Fig. 1: wire density map
Drawn at 3 px/um. The die is cut into 28 by 17 equal tiles; dark blue is low, red is high, scaled to the fullest tile. Values are wire area over tile area, all layers added.
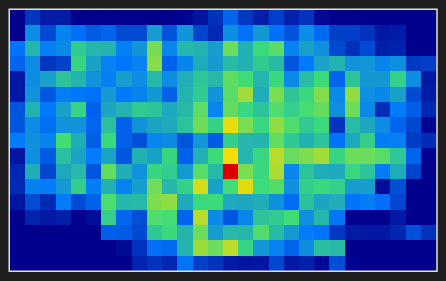
Fig. 2: the metal 3 layer
Drawn at 4 px/um. Cells faint in the background.
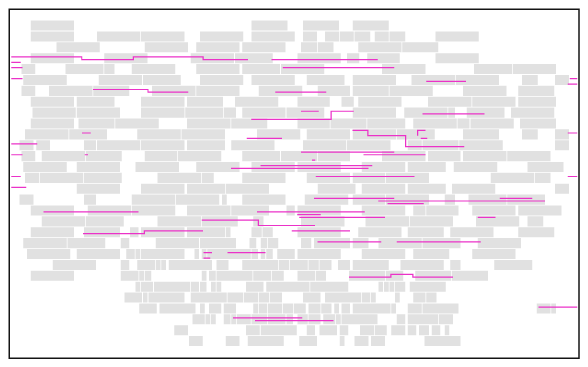
Fig. 3: ports around the boundary
Drawn at 4 px/um. Pins as bars across the die edge, other pins in gray.
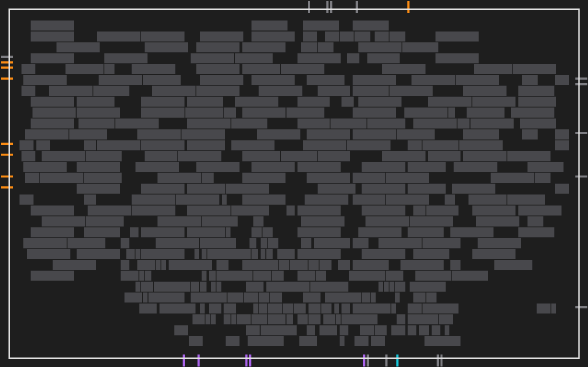
Fig. 4: routing congestion
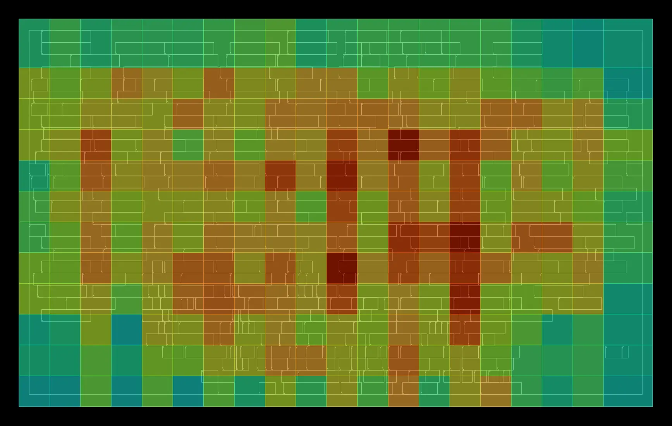
===== src/rtl/uart_tx_feeder_pkg.sv =====
// -----------------------------------------------------------------------------
// uart_tx_feeder_pkg
// Shared definitions for the UART transmit feeder slice:
//   DEPTH_DEFAULT  - default FIFO depth in bytes (power of two, 4..256)
//   OVF_CNT_W      - width of the optional dropped-write counter
//   feeder_state_t - launch FSM encoding (IDLE=0, LAUNCH=1, WAIT=2)
// Optional feature macro used by this slice: UART_TX_FEEDER_OVF_CNT_EN
// -----------------------------------------------------------------------------
package uart_tx_feeder_pkg;

  localparam int DEPTH_DEFAULT = 16;
  localparam int OVF_CNT_W     = 8;

  typedef enum logic [1:0] {
    ST_IDLE   = 2'd0,
    ST_LAUNCH = 2'd1,
    ST_WAIT   = 2'd2
  } feeder_state_t;

endpackage


===== src/rtl/uart_tx_feeder_fifo.sv =====
// -----------------------------------------------------------------------------
// uart_tx_fifo
// Synchronous byte FIFO with registered full/empty/level flags. Flags reflect
// the push/pop that happened on the previous rising edge.
// A push is accepted when the FIFO is not full, or when a pop happens in the
// same cycle (the slot being vacated is reused).
//
// Ports
//   clk        in   system clock, rising edge
//   rst_n      in   asynchronous active-low reset
//   i_wr_data  in   byte to store
//   i_wr_en    in   write request
//   i_rd_en    in   pop request (ignored while empty)
//   o_rd_data  out  head byte (valid while not empty)
//   o_full     out  FIFO holds DEPTH bytes
//   o_empty    out  FIFO holds 0 bytes
//   o_level    out  byte count, $clog2(DEPTH)+1 bits
// -----------------------------------------------------------------------------
module uart_tx_fifo
  import uart_tx_feeder_pkg::*;
#(
  parameter int DEPTH = DEPTH_DEFAULT
) (
  input  logic                     clk,
  input  logic                     rst_n,
  input  logic [7:0]               i_wr_data,
  input  logic                     i_wr_en,
  input  logic                     i_rd_en,
  output logic [7:0]               o_rd_data,
  output logic                     o_full,
  output logic                     o_empty,
  output logic [$clog2(DEPTH):0]   o_level
);

  localparam int AW = $clog2(DEPTH);
  localparam int LW = AW + 1;

  logic [7:0]    r_mem [DEPTH];
  logic [AW-1:0] r_wr_ptr;
  logic [AW-1:0] r_rd_ptr;
  logic [LW-1:0] r_level;
  logic          r_full;
  logic          r_empty;

  logic          w_push;
  logic          w_pop;
  logic [LW-1:0] w_level_nxt;

  assign w_pop  = i_rd_en & ~r_empty;
  assign w_push = i_wr_en & (~r_full | w_pop);

  always_comb begin
    w_level_nxt = r_level;
    case ({w_push, w_pop})
      2'b10:   w_level_nxt = r_level + LW'(1);
      2'b01:   w_level_nxt = r_level - LW'(1);
      default: w_level_nxt = r_level;
    endcase
  end

  // Pointers are exactly AW bits wide, so wrap modulo DEPTH is free.
  always_ff @(posedge clk or negedge rst_n) begin
    if (!rst_n) begin
      r_wr_ptr <= '0;
      r_rd_ptr <= '0;
      r_level  <= '0;
      r_full   <= 1'b0;
      r_empty  <= 1'b1;
    end else begin
      if (w_push) r_wr_ptr <= r_wr_ptr + AW'(1);
      if (w_pop)  r_rd_ptr <= r_rd_ptr + AW'(1);
      r_level <= w_level_nxt;
      r_full  <= (w_level_nxt == LW'(DEPTH));
      r_empty <= (w_level_nxt == '0);
    end
  end

  // Storage is not reset; the pointers and level define which entries are live.
  always_ff @(posedge clk) begin
    if (w_push) r_mem[r_wr_ptr] <= i_wr_data;
  end

  // When full with a simultaneous push and pop, wr_ptr == rd_ptr: the head is
  // read here before the edge overwrites that slot.
  assign o_rd_data = r_mem[r_rd_ptr];
  assign o_full    = r_full;
  assign o_empty   = r_empty;
  assign o_level   = r_level;

endmodule


===== src/rtl/uart_tx_feeder.sv =====
// -----------------------------------------------------------------------------
// uart_tx_feeder
// Queues bytes in a FIFO and hands them one at a time to a UART transmitter.
// The transmitter raises tx_busy combinationally with din_vld and holds it
// until its stop bit ends.
//
// Optional feature: define UART_TX_FEEDER_OVF_CNT_EN to add output ovf_cnt,
// a saturating count of writes dropped because the FIFO was full.
//
// Ports
//   clk      in   system clock, rising edge
//   rst_n    in   asynchronous active-low reset
//   wr_data  in   byte to queue
//   wr_en    in   write strobe (dropped while full unless a pop coincides)
//   full     out  FIFO holds DEPTH bytes (registered)
//   empty    out  FIFO holds 0 bytes (registered)
//   level    out  byte count (registered)
//   din      out  byte to transmitter, held until the next pop
//   din_vld  out  one-cycle launch strobe
//   tx_busy  in   transmitter busy
//   ovf_cnt  out  dropped-write count (only with UART_TX_FEEDER_OVF_CNT_EN)
//
// state  | meaning
// IDLE   | waiting for queued data and an idle transmitter; pops head into din
// LAUNCH | din_vld high for this single cycle
// WAIT   | transmitter busy with the launched byte
// -----------------------------------------------------------------------------
module uart_tx_feeder
  import uart_tx_feeder_pkg::*;
#(
  parameter int DEPTH = DEPTH_DEFAULT
) (
  input  logic                     clk,
  input  logic                     rst_n,
  input  logic [7:0]               wr_data,
  input  logic                     wr_en,
  output logic                     full,
  output logic                     empty,
  output logic [$clog2(DEPTH):0]   level,
  output logic [7:0]               din,
  output logic                     din_vld,
  input  logic                     tx_busy
`ifdef UART_TX_FEEDER_OVF_CNT_EN
  ,
  output logic [OVF_CNT_W-1:0]     ovf_cnt
`endif
);

  feeder_state_t r_state;
  feeder_state_t w_state_nxt;

  logic [7:0] r_din;
  logic [7:0] w_head;
  logic       w_pop;
  logic       w_din_vld;
  logic       w_full;
  logic       w_empty;

  uart_tx_fifo #(
    .DEPTH (DEPTH)
  ) u_fifo (
    .clk       (clk),
    .rst_n     (rst_n),
    .i_wr_data (wr_data),
    .i_wr_en   (wr_en),
    .i_rd_en   (w_pop),
    .o_rd_data (w_head),
    .o_full    (w_full),
    .o_empty   (w_empty),
    .o_level   (level)
  );

  always_ff @(posedge clk or negedge rst_n) begin
    if (!rst_n) r_state <= ST_IDLE;
    else        r_state <= w_state_nxt;
  end

  always_comb begin
    w_state_nxt = r_state;
    w_pop       = 1'b0;
    w_din_vld   = 1'b0;
    case (r_state)
      ST_IDLE: begin
        if (!w_empty && !tx_busy) begin
          w_pop       = 1'b1;
          w_state_nxt = ST_LAUNCH;
        end
      end
      ST_LAUNCH: begin
        // tx_busy is ignored here: it rises with din_vld by definition.
        w_din_vld   = 1'b1;
        w_state_nxt = ST_WAIT;
      end
      ST_WAIT: begin
        if (!tx_busy) w_state_nxt = ST_IDLE;
      end
      default: w_state_nxt = ST_IDLE;
    endcase
  end

  always_ff @(posedge clk or negedge rst_n) begin
    if (!rst_n)     r_din <= 8'h00;
    else if (w_pop) r_din <= w_head;
  end

  assign din     = r_din;
  assign din_vld = w_din_vld;
  assign full    = w_full;
  assign empty   = w_empty;

`ifdef UART_TX_FEEDER_OVF_CNT_EN
  logic                 w_wr_drop;
  logic [OVF_CNT_W-1:0] r_ovf_cnt;

  // A write while full is only dropped if no pop frees a slot that cycle.
  assign w_wr_drop = wr_en & w_full & ~w_pop;

  always_ff @(posedge clk or negedge rst_n) begin
    if (!rst_n) begin
      r_ovf_cnt <= '0;
    end else if (w_wr_drop && (r_ovf_cnt != '1)) begin
      r_ovf_cnt <= r_ovf_cnt + OVF_CNT_W'(1);
    end
  end

  assign ovf_cnt = r_ovf_cnt;
`endif

endmodule


===== config.mk =====
export PLATFORM = sky130hd
export DESIGN_NAME = uart_tx_feeder
export DESIGN_NICKNAME = d
export VERILOG_FILES = /design/src/rtl/uart_tx_feeder_pkg.sv /design/src/rtl/uart_tx_feeder_fifo.sv /design/src/rtl/uart_tx_feeder.sv
export SDC_FILE = /design/constraint.sdc
export NUM_CORES = 1
export LEC_CHECK = 0
export CORE_ASPECT_RATIO = 0.6
export CORE_MARGIN = 2
export CORE_UTILIZATION = 55
export CTS_CLUSTER_SIZE = 25
export DETAILED_ROUTE_END_ITERATION = 8
export GPL_TIMING_DRIVEN = 1
export MAX_ROUTING_LAYER = met4
export PLACE_DENSITY = 0.75
export RECOVER_POWER = 50
export SYNTH_ARGS = -nofsm -noshare
export SYNTH_HDL_FRONTEND = slang
export SYNTH_HIERARCHICAL = 1
export SYNTH_SLANG_ARGS = --single-unit

===== constraint.sdc =====
create_clock -name clk -period 4.3 [get_ports clk]
set_clock_uncertainty 0.2 [all_clocks]
set_input_delay 0.86 -clock clk [delete_from_list [all_inputs] [get_ports clk]]
set_output_delay 0.86 -clock clk [all_outputs]
set_load 0.03 [all_outputs]

==> flow_summary.ini <==
; implementation run metrics
[critical_path]
r2r-start = r_state[0]$_DFFE_PN0P_
crit_type = in -> reg
cp-endpoint = u_fifo/o_full$_DFF_PN0_
crit_chain = dlygate4sd3_1 -> nor4_4 -> nand2b_1 -> nand2_1 -> and2_0 -> inv_1 -> ha_1 -> xor2_1 -> ha_1 -> a21oi_1 -> mux2i_1 -> xnor2_1 -> a311o_1 -> nor2b_1
critPathBufInv = 2
cpPeakStageDelay_ps = 600
crit_slowest_cell = dlygate4sd3_1
cp.depth = 14
r2r_end = u_fifo/o_full$_DFF_PN0_
worstPathArrival_ps = 3930
critPathRequiredTime_ps = 4440
worst_setup_path_end_kind = flip-flop

[die]
chipArea_sq_um = 12340
fp_util_pct = 56.06
taps = 144
row_count = 30

[logic_synthesis]
ys_sh_mux_pct = 17.88
ys_cells = 305
synth-edff-count = 128
synthTopCellsByCount = edfxtp_1, mux4_1, dfrtp_1
ys_seq_share_pct = 71.05
yosys_warnings = 6
synth_cell_types = 39
top_cell_area_share_pct = 61.09
ys_chip_area_sq_um = 6292
top_logic_kind = multiplexers
area_leaders = edfxtp_1, mux4_1, dfrtp_1
top_area_cell = edfxtp_1

[placement]
hpwl_um = 7621
place_area_sq_um = 6765

[timing]
setup_viol_count_final = 0
fin_hold_ws_ps = 313.3
slew_violations = 0
grt_setup_unrepaired = no
fin_crit_ps = 3783

[routing]
wl_met2_um = 5243
postRouteAntennaNets = 0
routed_wl_um = 11720
drtPass1Iterations = 5
wl_met3_um = 762

[cells_and_area]
fin_cells = 506
lay_top_count = edfxtp_1
final_area_sq_um = 7327
syn2layout_area_growth_pct = 16.44
largest_class = flip-flops and latches
nets = 370
signal_buffers = 40
antennaDiodeCount = 0
seq_area_sq_um = 4471
final_cell_mix = edfxtp_1, mux4_1, dfrtp_1
num-multi-input-gates = 129

[clock_network]
cts_hold_buf = 0
cts-htree-levels = 4
cts.repair.resized = 0
cts.path.max_buffers = 2
post_cts_buffers = 0
cts_tree = built
clk_pin_slew_ps = 60

[power_and_ir_drop]
top_power_group = registers
irDropWorstVdd_mv = 0.3310
power_uw = 5088
p_switching_uw = 1639

[run]
tool_warnings = 30
cap_violations = 0

[grt]
grt-ovfl-total = 0
grt_max_degree = 31
grt_pass1_wl_um = 18030
grt_usage_pct = 21.76

[min_path]
hold_path_class = reg -> reg

[run_status]
status = complete, no violations
## Picture notes: Fig. 1
emptiest ninth of the die	bottom left
densest ninth of the die	middle
nearly empty tiles	14%
fullest tile	0.54
mean over tiles	0.15
via count: 3061
Avg WL per Cell: 23.17 um

## Picture notes: Fig. 2
wire length on this layer	762 um
main direction	horizontal
nets with wire on the layer	42
longest straight run	41.4 um
share of all routed wire	6.5%

## Picture notes: Fig. 3
color	port	pins	direction	edge
cyan	empty	1	output	bottom
purple	level	5	output	bottom
orange	wr_data	8	input	7 left, 1 top
all pins by edge	10 bottom, 8 left, 5 right, 5 top

## Picture notes: Fig. 4
post-layout util: 65.28%
M1 GR Usage: 32.55%
met3 usage: 5.937%

## flip-flops by register name (all words and copies together) (netlist names)
register,count
u_fifo/r_mem,128
din,8
u_fifo/o_level,5
u_fifo/r_rd_ptr,4
u_fifo/r_wr_ptr,4
r_state,2
u_fifo/o_empty,1
u_fifo/o_full,1
## routing by layer
layer	vias to the layer above	GRT usage, %
li1	1350	-
met1	1608	32.55
met2	97	30.26
met3	6	5.937
met4	0	5.273
met5	-	-
## cells by family after synthesis
logic type | after synthesis
xor gates and xnor gates | 12
adders and majority gates | 9
buffers and inverters | 23
muxes | 50
DFF | 153
AOI/OAI and AO/OA | 11
and+or+nand+nor | 47
